## config.mk

```make
export PLATFORM = sky130hd
export DESIGN_NAME = deal_sequencer
export DESIGN_NICKNAME = d
export VERILOG_FILES = /design/src/rtl/deal_sequencer.sv
export SDC_FILE = /design/constraint.sdc
export NUM_CORES = 1
export LEC_CHECK = 0
export ABC_AREA = 1
export CORE_ASPECT_RATIO = 0.5
export CORE_MARGIN = 2
export CORE_UTILIZATION = 48
export DETAILED_ROUTE_END_ITERATION = 8
export PLACE_DENSITY_LB_ADDON = 0.15
export SYNTH_ARGS = -nofsm -noshare
export SYNTH_HDL_FRONTEND = slang
export SYNTH_SLANG_ARGS = --single-unit
```

## constraint.sdc

```tcl
create_clock -name clk -period 2.4 [get_ports clk]
set_clock_uncertainty 0.2 [all_clocks]
set_input_delay 0.24 -clock clk [delete_from_list [all_inputs] [get_ports clk]]
set_output_delay 0.24 -clock clk [all_outputs]
set_load 0.01 [all_outputs]
```

## src/rtl/deal_sequencer.sv

```systemverilog
// Deal sequencer for one blackjack round: runs the opening four-card deal, then
// serves player/split/dealer draw requests one card-source transaction at a time.
module deal_sequencer #(
   parameter int TIMEOUT_CYCLES = 255,
   parameter int MAX_RETRY      = 3
) (
   input  logic       clk,
   input  logic       reset,
   input  logic       start_round,
   input  logic       req_player,
   input  logic       req_split,
   input  logic       req_dealer,
   input  logic       card_valid,
   input  logic [3:0] card_rank,
   output logic       card_req,
   output logic       deal_valid,
   output logic [1:0] deal_dest,
   output logic [5:0] deal_card,
   output logic       init_done,
   output logic       busy,
   output logic [3:0] cards_dealt,
   output logic       err
);

   typedef enum logic [2:0] {
      IDLE,
      INIT_FETCH,
      INIT_DELIVER,
      READY,
      FETCH,
      DELIVER
   } state_t;

   localparam logic [7:0] TimeoutLimit = 8'(TIMEOUT_CYCLES);
   localparam logic [7:0] RetryLimit   = 8'(MAX_RETRY);

   state_t     r_state;
   state_t     w_nextState;
   logic [1:0] r_initIdx;
   logic [7:0] r_timeout;
   logic [7:0] r_retry;
   logic [5:0] r_card;
   logic [1:0] r_dest;
   logic [2:0] r_pend;
   logic [3:0] r_cardsDealt;
   logic       r_err;
   logic       r_initDone;

   logic       w_fetching;
   logic       w_delivering;
   logic       w_rankOk;
   logic       w_goodCard;
   logic       w_badCard;
   logic       w_abort;
   logic       w_stayFetch;
   logic [7:0] w_timeoutInc;
   logic [7:0] w_retryInc;
   logic [2:0] w_reqs;
   logic [2:0] w_serveMask;
   logic [1:0] w_grant;
   logic [5:0] w_value;

   assign w_fetching   = (r_state == INIT_FETCH) || (r_state == FETCH);
   assign w_delivering = (r_state == INIT_DELIVER) || (r_state == DELIVER);
   assign w_rankOk     = (card_rank >= 4'd1) && (card_rank <= 4'd13);
   assign w_goodCard   = w_fetching && card_valid && w_rankOk;
   assign w_badCard    = w_fetching && card_valid && !w_rankOk;
   assign w_timeoutInc = r_timeout + 8'd1;
   assign w_retryInc   = r_retry + {7'd0, w_badCard};
   // A good card in the final allowed cycle still wins over either abort cause.
   assign w_abort      = w_fetching && !w_goodCard &&
                         ((w_retryInc == RetryLimit) || (w_timeoutInc == TimeoutLimit));
   assign w_stayFetch  = w_fetching && !w_goodCard && !w_abort;
   assign w_value      = (card_rank > 4'd10) ? 6'd10 : {2'b00, card_rank};

   // Pending bits: bit 0 player, bit 1 split, bit 2 dealer (index equals dest code).
   assign w_reqs      = ((r_state == READY) || (r_state == FETCH) || (r_state == DELIVER)) ?
                        {req_dealer, req_split, req_player} : 3'b000;
   assign w_serveMask = (r_state == DELIVER) ? (3'b001 << r_dest) : 3'b000;

   always_comb begin
      w_grant = 2'b00;
      if (r_pend[0])      w_grant = 2'b00;
      else if (r_pend[1]) w_grant = 2'b01;
      else if (r_pend[2]) w_grant = 2'b10;
   end

   always_comb begin
      w_nextState = r_state;
      case (r_state)
         IDLE:         if (start_round) w_nextState = INIT_FETCH;
         INIT_FETCH: begin
            if (w_goodCard)   w_nextState = INIT_DELIVER;
            else if (w_abort) w_nextState = IDLE;
         end
         INIT_DELIVER: w_nextState = (r_initIdx == 2'd3) ? READY : INIT_FETCH;
         READY:        if (|r_pend) w_nextState = FETCH;
         FETCH: begin
            if (w_goodCard)   w_nextState = DELIVER;
            else if (w_abort) w_nextState = IDLE;
         end
         DELIVER:      w_nextState = READY;
         default:      w_nextState = IDLE;
      endcase
   end

   always_ff @(posedge clk) begin
      if (reset) begin
         r_state      <= IDLE;
         r_initIdx    <= 2'd0;
         r_timeout    <= 8'd0;
         r_retry      <= 8'd0;
         r_card       <= 6'd0;
         r_dest       <= 2'd0;
         r_pend       <= 3'b000;
         r_cardsDealt <= 4'd0;
         r_err        <= 1'b0;
         r_initDone   <= 1'b0;
      end else begin
         r_state   <= w_nextState;
         r_timeout <= w_stayFetch ? w_timeoutInc : 8'd0;
         r_retry   <= w_stayFetch ? w_retryInc : 8'd0;
         r_pend    <= w_abort ? 3'b000 : ((r_pend & ~w_serveMask) | w_reqs);

         if (w_goodCard) r_card <= w_value;
         if ((r_state == READY) && (|r_pend)) r_dest <= w_grant;
         if (w_delivering && (r_cardsDealt != 4'hF)) r_cardsDealt <= r_cardsDealt + 4'd1;
         if (w_abort) r_err <= 1'b1;

         if (r_state == INIT_DELIVER) begin
            if (r_initIdx == 2'd3) r_initDone <= 1'b1;
            else                   r_initIdx  <= r_initIdx + 2'd1;
         end

         if ((r_state == IDLE) && start_round) begin
            r_initIdx    <= 2'd0;
            r_cardsDealt <= 4'd0;
            r_err        <= 1'b0;
            r_initDone   <= 1'b0;
         end
      end
   end

   assign card_req    = w_fetching;
   assign deal_valid  = w_delivering;
   assign deal_dest   = (r_state == INIT_DELIVER) ? {r_initIdx[0], 1'b0} :
                        (r_state == DELIVER)      ? r_dest : 2'b00;
   assign deal_card   = w_delivering ? r_card : 6'd0;
   assign init_done   = r_initDone;
   assign busy        = (r_state != IDLE) && (r_state != READY);
   assign cards_dealt = r_cardsDealt;
   assign err         = r_err;

endmodule

```

==> reports/summary.txt, run 1 <==
Outcome: finished, violations left
Failing checks: setup timing
Simple share: 0.3241
CTS tree: built
Dpl hpwl: 3022 µm
Avg WL per Cell: 11.83 µm
Nonclk inv count: 51
Crit Path Max Fanout: 4
Resized Gates After CTS: 17
Crit path DRT: 2.38 ns
Top area cell types: dfxtp_1, nand2_1, inv_1
CTS buffer count: 5
Hold Crit Class: input port to flip-flop
Initial DRC Count: 60
Pin count of the biggest net entering global routing: 17
Post-Syn Area: 1861 µm²
Final hold vios: 0
Antenna violations before repair: 0
Buffers outside the clock class: 48
Met3 Routed Length: 206 µm
Element type at the critical path end: flip-flop
Vias: 1,920
Psw: 356.6 µW
Logic area: 1061 µm²
Gpl congestion: 0.8680
Final hold slack: 0.09999 ns
Avg Inst Size Synth: 6.621 µm²
Final WL: 4565 µm
NonClk Buf Share: 0.1724
GRT Total Usage: 0.2008
Via density per instance: 4.974
Top-area cell share: 0.3874
Die area: 4420 µm²
Biggest regs: r_retry (8), r_timeout (8)
Final setup fails: 2
Metal2 WL: 2247 µm
Tapcell Cnt: 51
Number of logic gates: 192
Pint: 1013 µW
Post-DP Area: 2281 µm²
Synth warn: 0
OpenROAD warnings: 30
Fa+ha+maj area frac: 0.04707
Slowest CP cell: dfxtp_4
Seq/Total Area, Yosys: 0.3874
Final Cycle Share: 1.039
Number of instances in the placed design: 370
M2 GR Usage: 0.3721
Largest cell class by area: multi-input combinational cells
Most frequent logic cell in the layout: nand2_1
Flop+latch power: 626 µW
Post-route DRC: 0
Async SR Flop Fraction: 0
Unique masters post-synth: 29
Top power group: sequential cells
Number of post-CTS setup repair buffers: 7
Combinational power: 198 µW
Aoi share: 0.1197
Cell Chain, Critical Path: inv_4 > nor2_4 > nand2_2 > nand2_4 > nand2_4 > nor2_4 > ha_4 > ha_4 > inv_2 > nand2_2 > nand2_1 > nor2_1 > nand2_1 > nor2_2 > nand3_2 > nand2_2 > nand2_4 > nand2_2 > nand2_1 > nand2_1 > a21oi_1
Worst-case reg-to-reg path depth: 21
CP Capture Point: r_state[0]
Share of layout cells above drive strength 1: 0.2030
Post-Layout Cell Count: 386
Worst Setup SP: r_state[0]
Pwr Total: 1369 µW
Logic family by area: simple AND/OR/NAND/NOR gates
Slew Limit Fails: 0
Peak supply drop: 495.1 µV
Floorplan utilization: 0.5218
First-pass GRT wire length: 6851 µm
Slew @ Worst Pin: 0.6456 ns
Max stage delay on crit path: 0.40 ns
Final WS setup: -0.09296 ns
Hold depth: 3
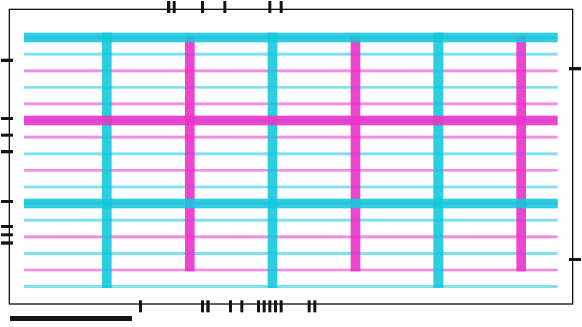
(run_1/floorplan.png)
The bar under the picture is 20 µm long. Pins as bars on the die edge.
Magenta stands for VDD. Cyan stands for VSS.
The core has 15 rows. 6 straps on met4.
Die X: 92.05 µm
core area: 3566 µm²
Die Y: 48.03 µm

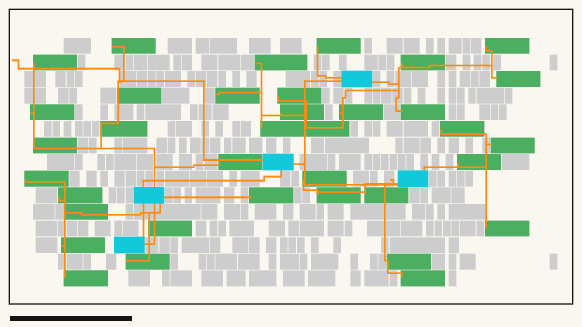
(run_1/clock_wires.png)
The bar under the picture is 20 µm long.
Orange stands for clock wires, length 494 µm. Cyan stands for clock-net drivers, count 5. Green stands for flip-flops, count 36.
Position of the flops: widely spread.
Latency at later pin: 0.30 ns
clock share of power: 0.398
clk pwr: 545 µW

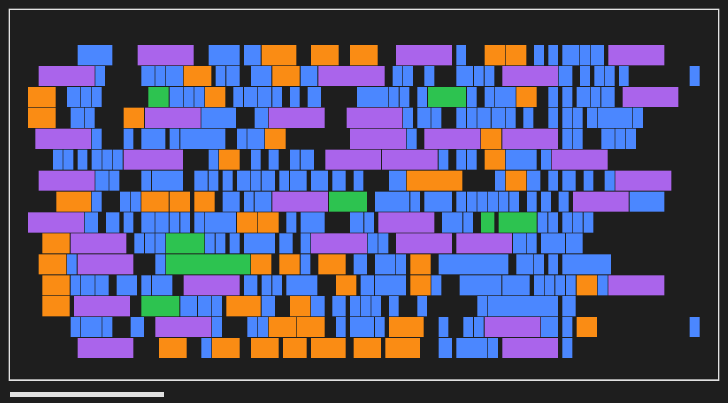
(run_1/class_map.png)
The bar under the picture is 20 µm long.
Green stands for clock drivers and dummy loads, cells 8. Blue stands for remaining logic cells, cells 243. Orange stands for remaining buffers and delay cells, cells 48. Purple stands for sequential cells, cells 36.
Core Util, Final: 0.7305
design area: 2605 µm²
# rows: 15
flop share of the area: 0.2786

==> run 1 -> run 2 <==
CTS_BUF_LIST = sky130_fd_sc_hd__clkbuf_4 sky130_fd_sc_hd__clkbuf_8 sky130_fd_sc_hd__clkbuf_16   (was unset)
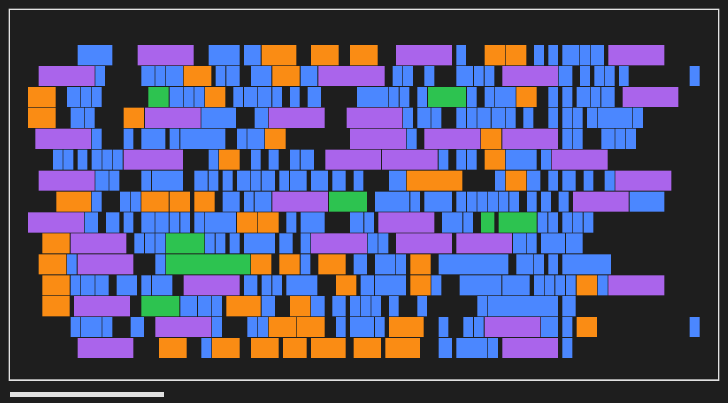
(run_2/class_map.png)
The bar under the picture is 20 µm long.
Green stands for clock drivers and dummy loads, cells 8. Purple stands for sequential cells, cells 36. Blue stands for remaining logic cells, cells 243. Orange stands for remaining buffers and delay cells, cells 48.

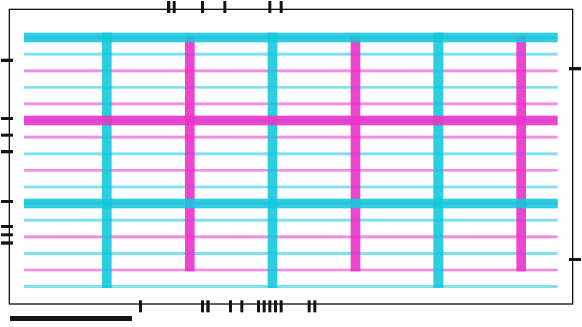
(run_2/floorplan.png)
The bar under the picture is 20 µm long. Pins as bars on the die edge.
Cyan stands for VSS. Magenta stands for VDD.
16 met1 rails follow the rows. 6 straps on met4. The core has 15 rows. 28 signal pins sit on the boundary.
peak supply drop: 495.1 µV

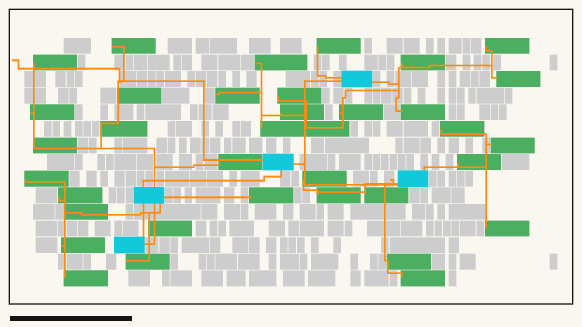
(run_2/clock_wires.png)
The bar under the picture is 20 µm long.
Green stands for flip-flops, count 36. Cyan stands for clock-net drivers, count 5. Orange stands for clock wires, length 494 µm.
Position of the flops: widely spread. There are 6 routed clock nets.

==> run 2 against run 1 <==
The run still ends with setup timing left. Register-to-register slack barely moved. Via count unchanged. First-iteration DRC count is the same. Worst hold slack unchanged. Routed wire length stayed put. Design area did not move. Utilization stayed put. Power is the same. Critical path type unchanged. Maximum frequency did not move. Largest cell class unchanged. Sequential power is essentially flat. Sequential cell count unchanged. Synthesized cell count unchanged.
==> reports/summary.txt, run 2 <==
Post-Layout Cell Count: 386 (unchanged)
Crit path DRT: 2.38 ns (about the same)
Dpl hpwl: 3022 µm (unchanged)
Final hold vios: 0 (unchanged)
Met3 Routed Length: 206 µm (unchanged)
Share of layout cells above drive strength 1: 0.2030 (unchanged)
Psw: 356.6 µW (unchanged)
Biggest regs: r_retry (8), r_timeout (8)
Seq/Total Area, Yosys: 0.3874 (unchanged)
Pwr Total: 1369 µW (unchanged)
Top power group: sequential cells
Slew @ Worst Pin: 0.6456 ns (unchanged)
Gpl congestion: 0.8680 (unchanged)
Unique masters post-synth: 29 (unchanged)
Avg WL per Cell: 11.83 µm (unchanged)
Slowest CP cell: dfxtp_4
Buffers outside the clock class: 48 (unchanged)
Top-area cell share: 0.3874 (unchanged)
Combinational power: 198 µW (about the same)
Fa+ha+maj area frac: 0.04707 (unchanged)
Pin count of the biggest net entering global routing: 17 (unchanged)
Flop+latch power: 626 µW (about the same)
Async SR Flop Fraction: 0 (unchanged)
Final WS setup: -0.09296 ns (unchanged)
Initial DRC Count: 60 (unchanged)
Synth warn: 0 (unchanged)
Die Y: 48.03 µm (unchanged)
Failing checks: setup timing
M2 GR Usage: 0.3721 (unchanged)
Final Cycle Share: 1.039 (unchanged)
Post-DP Area: 2281 µm² (unchanged)
Avg Inst Size Synth: 6.621 µm² (unchanged)
Simple share: 0.3241 (unchanged)
Resized Gates After CTS: 17 (unchanged)
Metal2 WL: 2247 µm (unchanged)
Vias: 1,920 (unchanged)
Flop share of the area: 0.2786 (unchanged)
Logic area: 1061 µm² (unchanged)
Max stage delay on crit path: 0.40 ns (about the same)
Most frequent logic cell in the layout: nand2_1
Core area: 3566 µm² (unchanged)
CP Capture Point: r_state[0]
Floorplan utilization: 0.5218 (unchanged)
Number of logic gates: 192 (unchanged)
Die area: 4420 µm² (unchanged)
Post-route DRC: 0 (unchanged)
Outcome: finished, violations left
Number of instances in the placed design: 370 (unchanged)
NonClk Buf Share: 0.1724 (unchanged)
Tapcell Cnt: 51 (unchanged)
Crit Path Max Fanout: 4 (unchanged)
Largest cell class by area: multi-input combinational cells
Via density per instance: 4.974 (unchanged)
Final setup fails: 2 (unchanged)
Nonclk inv count: 51 (unchanged)
Design area: 2605 µm² (unchanged)
Hold depth: 3 (unchanged)
Element type at the critical path end: flip-flop
Core Util, Final: 0.7305 (unchanged)
Latency at later pin: 0.30 ns (about the same)
Worst-case reg-to-reg path depth: 21 (unchanged)
Final hold slack: 0.09999 ns (unchanged)
Logic family by area: simple AND/OR/NAND/NOR gates
Slew Limit Fails: 0 (unchanged)
Aoi share: 0.1197 (unchanged)
Post-Syn Area: 1861 µm² (unchanged)
No activity file was given, so power comes from the tool's default toggle rates.
